run_1/ff_map.png
The bar under the picture is 10 µm long.
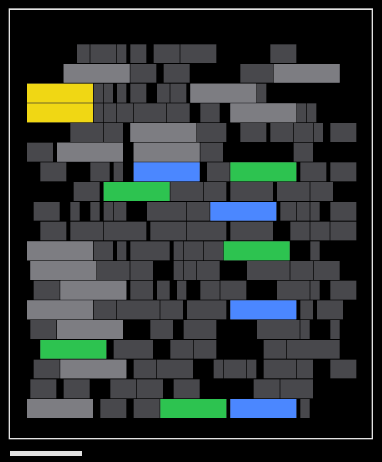
run_1/placed.png
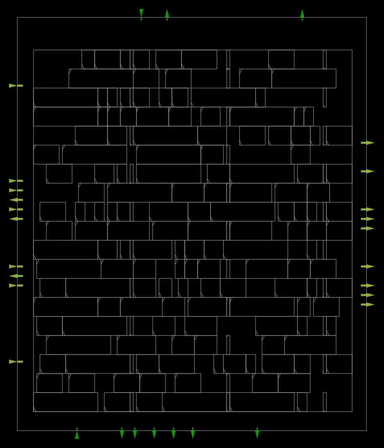
run_1/layers.png
The bar under the picture is 10 µm long.
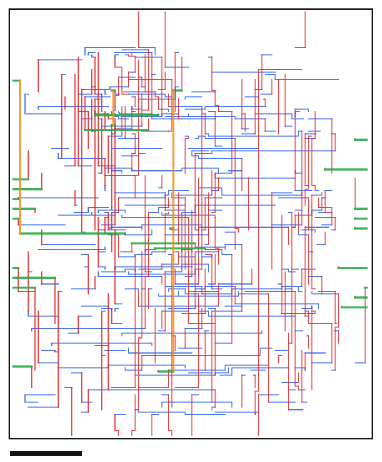
run_1/class_map.png
The bar under the picture is 10 µm long. Fill, decap, tap and diode cells in gray.
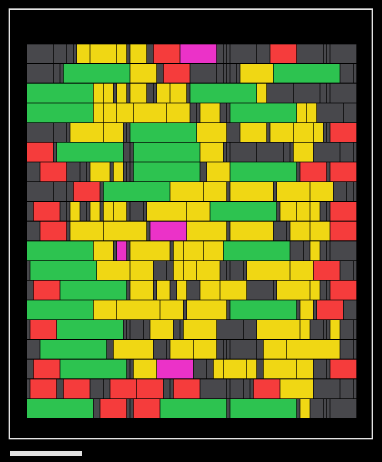
--- config.mk ---
export PLATFORM = sky130hd
export DESIGN_NAME = fifo_wr_ctrl_flat
export DESIGN_NICKNAME = d
export VERILOG_FILES = /design/src/rtl/fifo_wr_ctrl_if.sv /design/src/rtl/fifo_wr_ctrl.sv /design/src/flat_wrapper.sv
export SDC_FILE = /design/constraint.sdc
export NUM_CORES = 1
export LEC_CHECK = 0
export CORE_ASPECT_RATIO = 1.2
export CORE_MARGIN = 2
export CORE_UTILIZATION = 57
export CTS_BUF_LIST = sky130_fd_sc_hd__clkbuf_8
export CTS_CLUSTER_DIAMETER = 50
export CTS_CLUSTER_SIZE = 40
export DETAILED_ROUTE_END_ITERATION = 10
export GPL_ROUTABILITY_DRIVEN = 0
export PLACE_DENSITY_LB_ADDON = 0.2
export SETUP_SLACK_MARGIN = 0.1
export SYNTH_ARGS = -nofsm -noshare
export SYNTH_HDL_FRONTEND = slang
export SYNTH_SLANG_ARGS = --single-unit
--- constraint.sdc ---
create_clock -name clk -period 6.7 [get_ports clk]
set_input_delay 1.675 -clock clk [delete_from_list [all_inputs] [get_ports clk]]
set_output_delay 1.675 -clock clk [all_outputs]
set_load 0.02 [all_outputs]
--- src/rtl/fifo_wr_ctrl_if.sv ---
// Write-side bus of the async FIFO: producer handshake, flush handshake,
// RAM write port, pointer exchange with the read domain and status flags.
interface fifo_wr_ctrl_if #(
   parameter int ADDR_WIDTH = 4
);
   logic                  wr_req_in;
   logic                  wr_ready_out;
   logic                  flush_req_in;
   logic                  flush_done_out;
   logic [ADDR_WIDTH:0]   rd_gptr_in;
   logic                  mem_we_out;
   logic [ADDR_WIDTH-1:0] wr_addr_out;
   logic [ADDR_WIDTH:0]   wr_gptr_out;
   logic                  full_out;
   logic                  almost_full_out;
   logic [ADDR_WIDTH:0]   level_out;
   logic                  overflow_out;

   // Producer / environment side.
   modport master (
      output wr_req_in, flush_req_in, rd_gptr_in,
      input  wr_ready_out, flush_done_out, mem_we_out, wr_addr_out, wr_gptr_out,
             full_out, almost_full_out, level_out, overflow_out
   );

   // Controller side.
   modport slave (
      input  wr_req_in, flush_req_in, rd_gptr_in,
      output wr_ready_out, flush_done_out, mem_we_out, wr_addr_out, wr_gptr_out,
             full_out, almost_full_out, level_out, overflow_out
   );
endinterface

--- src/rtl/fifo_wr_ctrl.sv ---
// Write-side pointer controller of an asynchronous FIFO: owns the binary and
// Gray write pointers, synchronises the read Gray pointer, derives full,
// almost-full and level, and sequences start-up settling and drain/flush.
module fifo_wr_ctrl #(
   parameter int ADDR_WIDTH   = 4,
   parameter int AFULL_THRESH = 2
) (
   input  logic          clk,
   input  logic          rst_n_in,
   fifo_wr_ctrl_if.slave bus
);
   localparam int            PW          = ADDR_WIDTH + 1;
   localparam logic [PW-1:0] AFULL_LEVEL = PW'((1 << ADDR_WIDTH) - AFULL_THRESH);
   localparam logic [PW-1:0] ONE         = PW'(1);

   typedef enum logic [1:0] {INIT, RUN, DRAIN, DONE} state_t;

   state_t        state;
   logic [1:0]    settle_cnt;
   logic [PW-1:0] wr_bin;
   logic [PW-1:0] wr_gptr;
   logic [PW-1:0] next_bin;
   logic [PW-1:0] rd_gptr_p1;
   logic [PW-1:0] rd_gsync;
   logic [PW-1:0] rd_bin;
   logic [PW-1:0] level;
   logic          full;
   logic          empty;
   logic          ready;
   logic          accept;
   logic          overflow;
   logic          flush_done;

   function automatic logic [PW-1:0] bin2gray(input logic [PW-1:0] b);
      return b ^ (b >> 1);
   endfunction

   function automatic logic [PW-1:0] gray2bin(input logic [PW-1:0] g);
      logic [PW-1:0] b;
      b[PW-1] = g[PW-1];
      for (int i = PW - 2; i >= 0; i--) begin
         b[i] = b[i+1] ^ g[i];
      end
      return b;
   endfunction

   // Flags are derived only from registered state, never from inputs.
   // Full means the write pointer is exactly one lap ahead of the read pointer,
   // which in Gray code is the top two bits inverted.
   assign rd_bin   = gray2bin(rd_gsync);
   assign level    = wr_bin - rd_bin;
   assign full     = (wr_gptr == {~rd_gsync[PW-1:PW-2], rd_gsync[PW-3:0]});
   assign empty    = (rd_gsync == wr_gptr);
   assign ready    = (state == RUN) && !full;
   assign accept   = bus.wr_req_in && ready;
   assign next_bin = wr_bin + ONE;

   assign bus.wr_ready_out    = ready;
   assign bus.mem_we_out      = accept;
   assign bus.wr_addr_out     = wr_bin[ADDR_WIDTH-1:0];
   assign bus.wr_gptr_out     = wr_gptr;
   assign bus.full_out        = full;
   assign bus.almost_full_out = (level >= AFULL_LEVEL);
   assign bus.level_out       = level;
   assign bus.overflow_out    = overflow;
   assign bus.flush_done_out  = flush_done;

   // Two-flop synchroniser bringing the read Gray pointer into this domain.
   always_ff @(posedge clk or negedge rst_n_in) begin
      if (!rst_n_in) begin
         rd_gptr_p1 <= '0;
         rd_gsync   <= '0;
      end else begin
         rd_gptr_p1 <= bus.rd_gptr_in;
         rd_gsync   <= rd_gptr_p1;
      end
   end

   // Advance the write pointer on each accepted push; Gray copy kept registered.
   always_ff @(posedge clk or negedge rst_n_in) begin
      if (!rst_n_in) begin
         wr_bin  <= '0;
         wr_gptr <= '0;
      end else if (accept) begin
         wr_bin  <= next_bin;
         wr_gptr <= bin2gray(next_bin);
      end
   end

   // Sticky overflow: a push attempted while running and full.
   always_ff @(posedge clk or negedge rst_n_in) begin
      if (!rst_n_in) begin
         overflow <= 1'b0;
      end else if ((state == RUN) && bus.wr_req_in && full) begin
         overflow <= 1'b1;
      end
   end

   // Control FSM: settle after reset, run, drain on flush, pulse done.
   always_ff @(posedge clk or negedge rst_n_in) begin
      if (!rst_n_in) begin
         state      <= INIT;
         settle_cnt <= '0;
         flush_done <= 1'b0;
      end else begin
         flush_done <= 1'b0;
         unique case (state)
            INIT: begin
               settle_cnt <= settle_cnt + 2'd1;
               if (settle_cnt == 2'd1) begin
                  state <= RUN;
               end
            end
            RUN: begin
               if (bus.flush_req_in) begin
                  state <= DRAIN;
               end
            end
            DRAIN: begin
               // Pointers are left alone: the read side owns its own pointer.
               if (empty) begin
                  state      <= DONE;
                  flush_done <= 1'b1;
               end
            end
            DONE: begin
               state <= RUN;
            end
            default: begin
               state <= INIT;
            end
         endcase
      end
   end
endmodule

--- src/flat_wrapper.sv ---
// flat-port wrapper written by rule: the top's interface ports become plain ports
module fifo_wr_ctrl_flat 
#(
   parameter int ADDR_WIDTH   = 4,
   parameter int AFULL_THRESH = 2
)
  (clk, rst_n_in, bus_wr_req_in, bus_flush_req_in, bus_rd_gptr_in, bus_wr_ready_out, bus_flush_done_out, bus_mem_we_out, bus_wr_addr_out, bus_wr_gptr_out, bus_full_out, bus_almost_full_out, bus_level_out, bus_overflow_out);
  fifo_wr_ctrl_if #(.ADDR_WIDTH(ADDR_WIDTH)) bus_i ();
  input  logic clk;
  input  logic rst_n_in;
  input wire logic [$bits(bus_i.wr_req_in)-1:0] bus_wr_req_in;
  input wire logic [$bits(bus_i.flush_req_in)-1:0] bus_flush_req_in;
  input wire logic [$bits(bus_i.rd_gptr_in)-1:0] bus_rd_gptr_in;
  output wire logic [$bits(bus_i.wr_ready_out)-1:0] bus_wr_ready_out;
  output wire logic [$bits(bus_i.flush_done_out)-1:0] bus_flush_done_out;
  output wire logic [$bits(bus_i.mem_we_out)-1:0] bus_mem_we_out;
  output wire logic [$bits(bus_i.wr_addr_out)-1:0] bus_wr_addr_out;
  output wire logic [$bits(bus_i.wr_gptr_out)-1:0] bus_wr_gptr_out;
  output wire logic [$bits(bus_i.full_out)-1:0] bus_full_out;
  output wire logic [$bits(bus_i.almost_full_out)-1:0] bus_almost_full_out;
  output wire logic [$bits(bus_i.level_out)-1:0] bus_level_out;
  output wire logic [$bits(bus_i.overflow_out)-1:0] bus_overflow_out;
  assign bus_i.wr_req_in = bus_wr_req_in;
  assign bus_i.flush_req_in = bus_flush_req_in;
  assign bus_i.rd_gptr_in = bus_rd_gptr_in;
  assign bus_wr_ready_out = bus_i.wr_ready_out;
  assign bus_flush_done_out = bus_i.flush_done_out;
  assign bus_mem_we_out = bus_i.mem_we_out;
  assign bus_wr_addr_out = bus_i.wr_addr_out;
  assign bus_wr_gptr_out = bus_i.wr_gptr_out;
  assign bus_full_out = bus_i.full_out;
  assign bus_almost_full_out = bus_i.almost_full_out;
  assign bus_level_out = bus_i.level_out;
  assign bus_overflow_out = bus_i.overflow_out;
  fifo_wr_ctrl #(.ADDR_WIDTH(ADDR_WIDTH), .AFULL_THRESH(AFULL_THRESH)) u_core (.clk(clk), .rst_n_in(rst_n_in), .bus(bus_i));
endmodule
==> impl_metrics.py, run 1 <==
# Generated from Yosys and OpenROAD reports
metrics = {
    "die": {
        "die_w_um": 49.9,
        "fp.dieH_um": 59.1,
        "die_area_mm2": 0.00295,
    },
    "clocking": {
        "cts.repair.resized": 0,
        "cts-buffers-inserted": 3,
        "holdBufCountCts": 0,
        "clkSinkCount": 25,
        "cts_tree": "yes",
        "cts_root_buffer": "clkbuf_8",
    },
    "setup_path": {
        "critPathKind": "in2out",
        "critPathCapture": "bus_mem_we_out",
        "cp_slowest_cell": "clkdlybuf4s50_1",
        "timing.critical_path.from": "bus_wr_req_in",
        "cpPeakStageDelay_ps": 670,
        "cp.depth": 4,
        "cp.required_ps": 5030,
        "cp_cell_sequence": "clkdlybuf4s50_1, nand2_1, a21oi_4, clkdlybuf4s50_1",
        "ff2ff_setup_slack_ps": 4930,
        "crit_top_cell": "clkdlybuf4s50_1",
        "end_kind": "output pin",
    },
    "min_path": {
        "hp-class": "reg2reg",
    },
    "cells_and_area": {
        "finalNetCount": 173,
        "num_antenna_cells": 0,
    },
    "yosys": {
        "syn-num-nets": 142,
        "yosysSeqAreaShare": 0.434,
        "syn_inst": 123,
        "topCellsByArea": "dfrtp_1 (43%), ha_1 (7.8%), xnor2_1 (5.5%), mux2_4 (5.2%), xor2_1 (4.9%)",
        "top_cell_area_share": 0.434,
        "yosys.area.top_type": "dfrtp_1",
        "ys_cells": 123,
    },
    "timing": {
        "rsz0062_at_grt": "false",
        "finClkSkew_ps": 5.83,
        "worstMarginPinSlew_ps": 1060,
        "finalHoldViolations": 0,
        "slew_headroom": 0.289,
    },
    "global_route": {
        "grt_max_degree": 26,
        "grt.overflow.total": 0,
        "grt_pass1_vias": 998,
        "met1_usage": 0.266,
        "grt_use_met3": 0.0253,
    },
    "route": {
        "drt_iter0_drc": 23,
        "routed_via_density": 5.34,
        "wl_mm": 2.61,
        "vias": 983,
    },
    "power_and_ir_drop": {
        "p_leak_uw": 0.000820,
        "powerDensity_mw_per_mm2": 538,
    },
    "placement": {
        "place_hpwl_mm": 2.00,
    },
    "run_status": {
        "status": "finished, final reports clean",
    },
}
About ff_map.png:
- u_core.wr_bin: blue (sequential cells 4)
- u_core.state: yellow (sequential cells 2)
- u_core.bus.wr_gptr_out: green (sequential cells 5)

About placed.png:
final core occ: 0.760
core area: 0.00235 mm²
flop count: 25
fin cells: 184

About layers.png:
- M3: green (wire length 96.1 µm)
- M1: blue (wire length 1160 µm)
- M4: orange (wire length 64.6 µm)
- M2: red (wire length 1290 µm)

About class_map.png:
- registers: green (cells 25; share of their area 36%)
- clock drivers and dummy loads: magenta (cells 4; share of their area 2.6%)
- remaining buffers and delay cells: red (cells 28; share of their area 16%)
- remaining logic cells: yellow (cells 96; share of their area 46%)

run 1: synth_stat cells:
cell type  count
a21o_1         2
a22oi_1        1
mux2_4         5
o21bai_1       1
a21oi_1        2
nand4_1        2
nor2_1         3
nor2_4         1
a21boi_0       3
nor2b_1        3
o211a_1        1
nand3b_1       1
a211oi_2       2
xnor2_2        2
inv_1         13
buf_2          1
and3_1         1
dfrtp_1       25
o32ai_1        1
a21oi_4        1
mux2i_1        3
nor3b_1        2
xor2_1         8
nor3_4         1
nand3_1        4
and2_2         1
ha_1           9
o21ai_0        2
xor2_2         2
nand2_1        8
fa_1           1
xnor2_1        9
a2bb2oi_1      1
buf_6          1
run 1: how the worst min path moves through the flow:
stage,from,end,slack [ps],depth (start not counted)
3_3_place_gp,u_core.rd_gptr_p1[0]$_DFF_PN0_,u_core.rd_gsync[0]$_DFF_PN0_,330,0
6_report,u_core.rd_gptr_p1[3]$_DFF_PN0_,u_core.rd_gsync[3]$_DFF_PN0_,350,0
5_1_grt,u_core.rd_gptr_p1[3]$_DFF_PN0_,u_core.rd_gsync[3]$_DFF_PN0_,360,0
2_1_floorplan,u_core.rd_gptr_p1[0]$_DFF_PN0_,u_core.rd_gsync[0]$_DFF_PN0_,330,0
3_5_place_dp,u_core.rd_gptr_p1[3]$_DFF_PN0_,u_core.rd_gsync[3]$_DFF_PN0_,340,0
4_1_cts,u_core.rd_gptr_p1[3]$_DFF_PN0_,u_core.rd_gsync[3]$_DFF_PN0_,360,0
run 1: layer usage:
metal | part of all wire | routed length, µm
met4 | 0.025 | 64
met5 | 0 | 0
met1 | 0.44 | 1160
met3 | 0.037 | 96
met2 | 0.50 | 1290
run 1: worst register-to-register path: cells and delay by family (launching register included):
kind / cells / cell delay (ps)
AOI/OAI and AO/OA: 1 / 200
xor gates and xnor gates: 1 / 200
DFF: 1 / 430
muxes: 1 / 340
and+or+nand+nor: 1 / 490
run 1: where the power goes:
part	total [µW]	internal [µW]	leakage [µW]	switching (µW)
combinational	617	304	0.000494	313
sequential	258	197	0.000299	61.5
clock	86.6	41.0	0.0000269	45.6
total	962	542	0.000820	420
run 1: flip-flops by register name, indices dropped and copies added, names as in the netlist:
signal / flops
u_core.state: 2
u_core.rd_gptr_p1: 5
u_core.settle_cnt: 2
u_core.wr_bin: 4
u_core.rd_gsync: 5
u_core.bus.flush_done_out: 1
u_core.bus.wr_gptr_out: 5
u_core.bus.overflow_out: 1
run 1: kinds of logic after synthesis:
family                     count (synthesis)  synth area share
AOI/OAI and AO/OA                         17            0.0982
xor gates and xnor gates                  21             0.149
adders and majority gates                 10            0.0921
buffers and inverters                     15            0.0452
DFF                                       25             0.434
muxes                                      8            0.0730
and+or+nand+nor                           27             0.109
run 1: cell type report:
cell class | count | area [µm²]
clock buffer | 3 | 41.3
clock inverter | 1 | 3.75
fill | 158 | 566
inverter | 13 | 48.8
multi-input combinational | 83 | 749
sequential | 25 | 626
tap | 31 | 38.8
timing repair buffer | 28 | 280
run 1: stage by stage:
step	area [µm²]	setup slack (ps)	utilization
global placement	1740	1780	0.741
CTS	1790	1720	0.760
global route	1790	1550	0.760
finish	1790	1760	0.760
floorplan	1440	2190	-
detailed placement	1740	1750	0.741
## Run 2: what changed since run 1
--- a/config.mk
+++ b/config.mk
@@ -7,7 +7,7 @@
 export LEC_CHECK = 0
 export CORE_ASPECT_RATIO = 1.2
 export CORE_MARGIN = 2
-export CORE_UTILIZATION = 57
+export CORE_UTILIZATION = 48
 export CTS_BUF_LIST = sky130_fd_sc_hd__clkbuf_8
 export CTS_CLUSTER_DIAMETER = 50
 export CTS_CLUSTER_SIZE = 40
==> constraint.sdc (replaced) <==
create_clock -name clk -period 4.4 [get_ports clk]
set_input_delay 1.1 -clock clk [delete_from_list [all_inputs] [get_ports clk]]
set_output_delay 1.1 -clock clk [all_outputs]
set_load 0.02 [all_outputs]
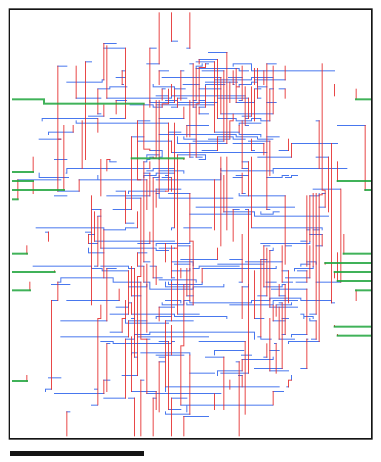
run_2/layers.png
The bar under the picture is 20 µm long.
- M2: red (wire length 1290 µm)
- M1: blue (wire length 1160 µm)
- M3: green (wire length 95.7 µm)

==> impl_metrics.py, run 2 <==
# Generated from Yosys and OpenROAD reports
metrics = {
    "yosys": {
        "synthArstFlopShare": 1.00,
        "synthDistinctLibCells": 34,
        "ys_cells": 123,
        "top_cell": "dfrtp_1",
        "syn-cell-area_mm2": 0.00144,
        "yosys.area.top_type": "dfrtp_1",
        "common_cells": "dfrtp_1 (25), inv_1 (13), ha_1 (9), xnor2_1 (9)",
        "synth-main-ff-cell": "dfrtp_1",
        "top_cell_area_share": 0.434,
        "topCellsByArea": "dfrtp_1 (43%), ha_1 (7.8%), xnor2_1 (5.5%), mux2_4 (5.2%), xor2_1 (4.9%)",
        "syn-num-nets": 142,
        "edf_count": 0,
        "syn_inst": 123,
        "yosysSeqAreaShare": 0.434,
        "yosysWarnings": 0,
    },
    "power_and_ir_drop": {
        "p_leak_uw": 0.000836,
        "ir_worst_vdd_mv": 0.578,
        "powerDensity_mw_per_mm2": 806,
    },
    "clocking": {
        "clkSinkCount": 25,
        "clk_path_buf_depth": 2,
        "cts-buffers-inserted": 3,
        "cts_root_buffer": "clkbuf_8",
        "holdBufCountCts": 0,
        "cts_max_level": 1,
        "cts_tree": "yes",
        "cts.repair.resized": 1,
    },
    "cells_and_area": {
        "num_antenna_cells": 0,
        "drive_gt1_frac": 0.130,
        "final_util": 0.636,
        "finalNetCount": 174,
        "final_cell_mix": "clkdlybuf4s50_1 (26), dfrtp_1 (25), inv_1 (14)",
    },
    "global_route": {
        "grt_usage": 0.171,
        "grt.overflow.total": 0,
        "grt_max_degree": 26,
        "grt_pass1_vias": 1008,
    },
    "timing": {
        "fin_crit_sh": 0.927,
        "setup_tns_ps": 0,
        "slew_headroom": 0.282,
        "finalHoldViolations": 0,
        "worstMarginPinSlew_ps": 1070,
        "rsz0062_at_grt": "false",
        "setup_viol_count_final": 0,
        "drv_slew": 0,
        "finClkSkew_ps": 3.75,
    },
    "setup_path": {
        "timing.critical_path.from": "u_core.rd_gsync[3]$_DFF_PN0_",
        "cp.required_ps": 3300,
        "critPathKind": "reg2out",
        "ff2ff_setup_slack_ps": 2550,
        "ff2ff_path_depth": 5,
        "worst_ep_arrival_time_ps": 2980,
        "cp-start-kind": "register",
        "end_kind": "output pin",
    },
    "route": {
        "wl_mm": 2.55,
        "routed_via_density": 5.16,
        "vias": 970,
        "remaining_drc_errors": 0,
        "firstDrtPassIters": 4,
        "drt_iter0_drc": 8,
    },
    "die": {
        "core-area_mm2": 0.00284,
        "die_w_um": 54,
        "die_area_mm2": 0.00346,
        "fp.dieH_um": 64,
    },
    "min_path": {
        "hold_depth": 0,
        "holdPathEnd": "u_core.rd_gsync[3]$_DFF_PN0_",
        "holdCritStartpoint": "u_core.rd_gptr_p1[3]$_DFF_PN0_",
        "hp-class": "reg2reg",
    },
    "placement": {
        "place_hpwl_mm": 2.00,
    },
    "run_status": {
        "status": "finished, final reports clean",
    },
}
## run 2: cells by family after synthesis
group           share of synthesized area
compound gates                     0.0982
xor+xnor                            0.149
fa+ha+maj                          0.0921
buf+inv                            0.0452
flops                               0.434
mux                                0.0730
simple gates                        0.109
## run 2: final cells by class
| cell class | count | area, µm² |
|---|---|---|
| fillers | 231 | 1030 |
| multi-input cells | 83 | 754 |
| flip-flops and latches | 25 | 626 |
| repair buffers | 29 | 289 |
| inverters | 13 | 48.8 |
| well taps | 34 | 42.5 |
| clock buffers | 3 | 41.3 |
| clock inverters | 1 | 3.75 |
## run 2: worst max path at each step
stage / end / slack [ps] / cells past startpoint
3_5_place_dp: bus_almost_full_out / 300 / 10
4_1_cts: bus_level_out[4] / 120 / 11
6_report: bus_almost_full_out / 320 / 10
5_1_grt: bus_almost_full_out / 120 / 11
2_1_floorplan: bus_almost_full_out / 470 / 9
3_3_place_gp: bus_almost_full_out / 440 / 10
## run 2: critical path, cell delays in order (launching register included)
cell	delay, ps
dfrtp_1	430
xnor2_2	240
xor2_2	220
xor2_2	210
xnor2_1	90
ha_1	210
fa_1	410
xnor2_1	200
nand2_1	90
o32ai_1	250
dlygate4sd2_1	370
## run 2: metal layers
| metal | up-vias | track usage | wire (µm) |
|---|---|---|---|
| met1 | 473 | 0.240 | 1160 |
| met2 | 21 | 0.277 | 1290 |
| met3 | 0 | 0.0304 | 95 |
| met5 | - | 0 | 0 |
| li1 | 476 | - | - |
| met4 | 0 | 0.0281 | 0 |
## run 2: where the power goes
part           total (µW)  switching, µW  internal, µW
Sequential            390           89.9           300
Combinational         938            476           462
Clock                 127           64.5          62.2
Total                1450            631           824
## run 2: stage by stage
step                std cells  setup WS (ps)  instance area (µm²)  power (µW)
finish                    188            319                 1810        1450
global route              188            116                 1810        1570
CTS                       188            117                 1800        1470
detailed placement        184            295                 1750        1340
global placement          184            435                 1750        1300
floorplan                 123            466                 1440        1020
Power and IR drop assume default switching activity.
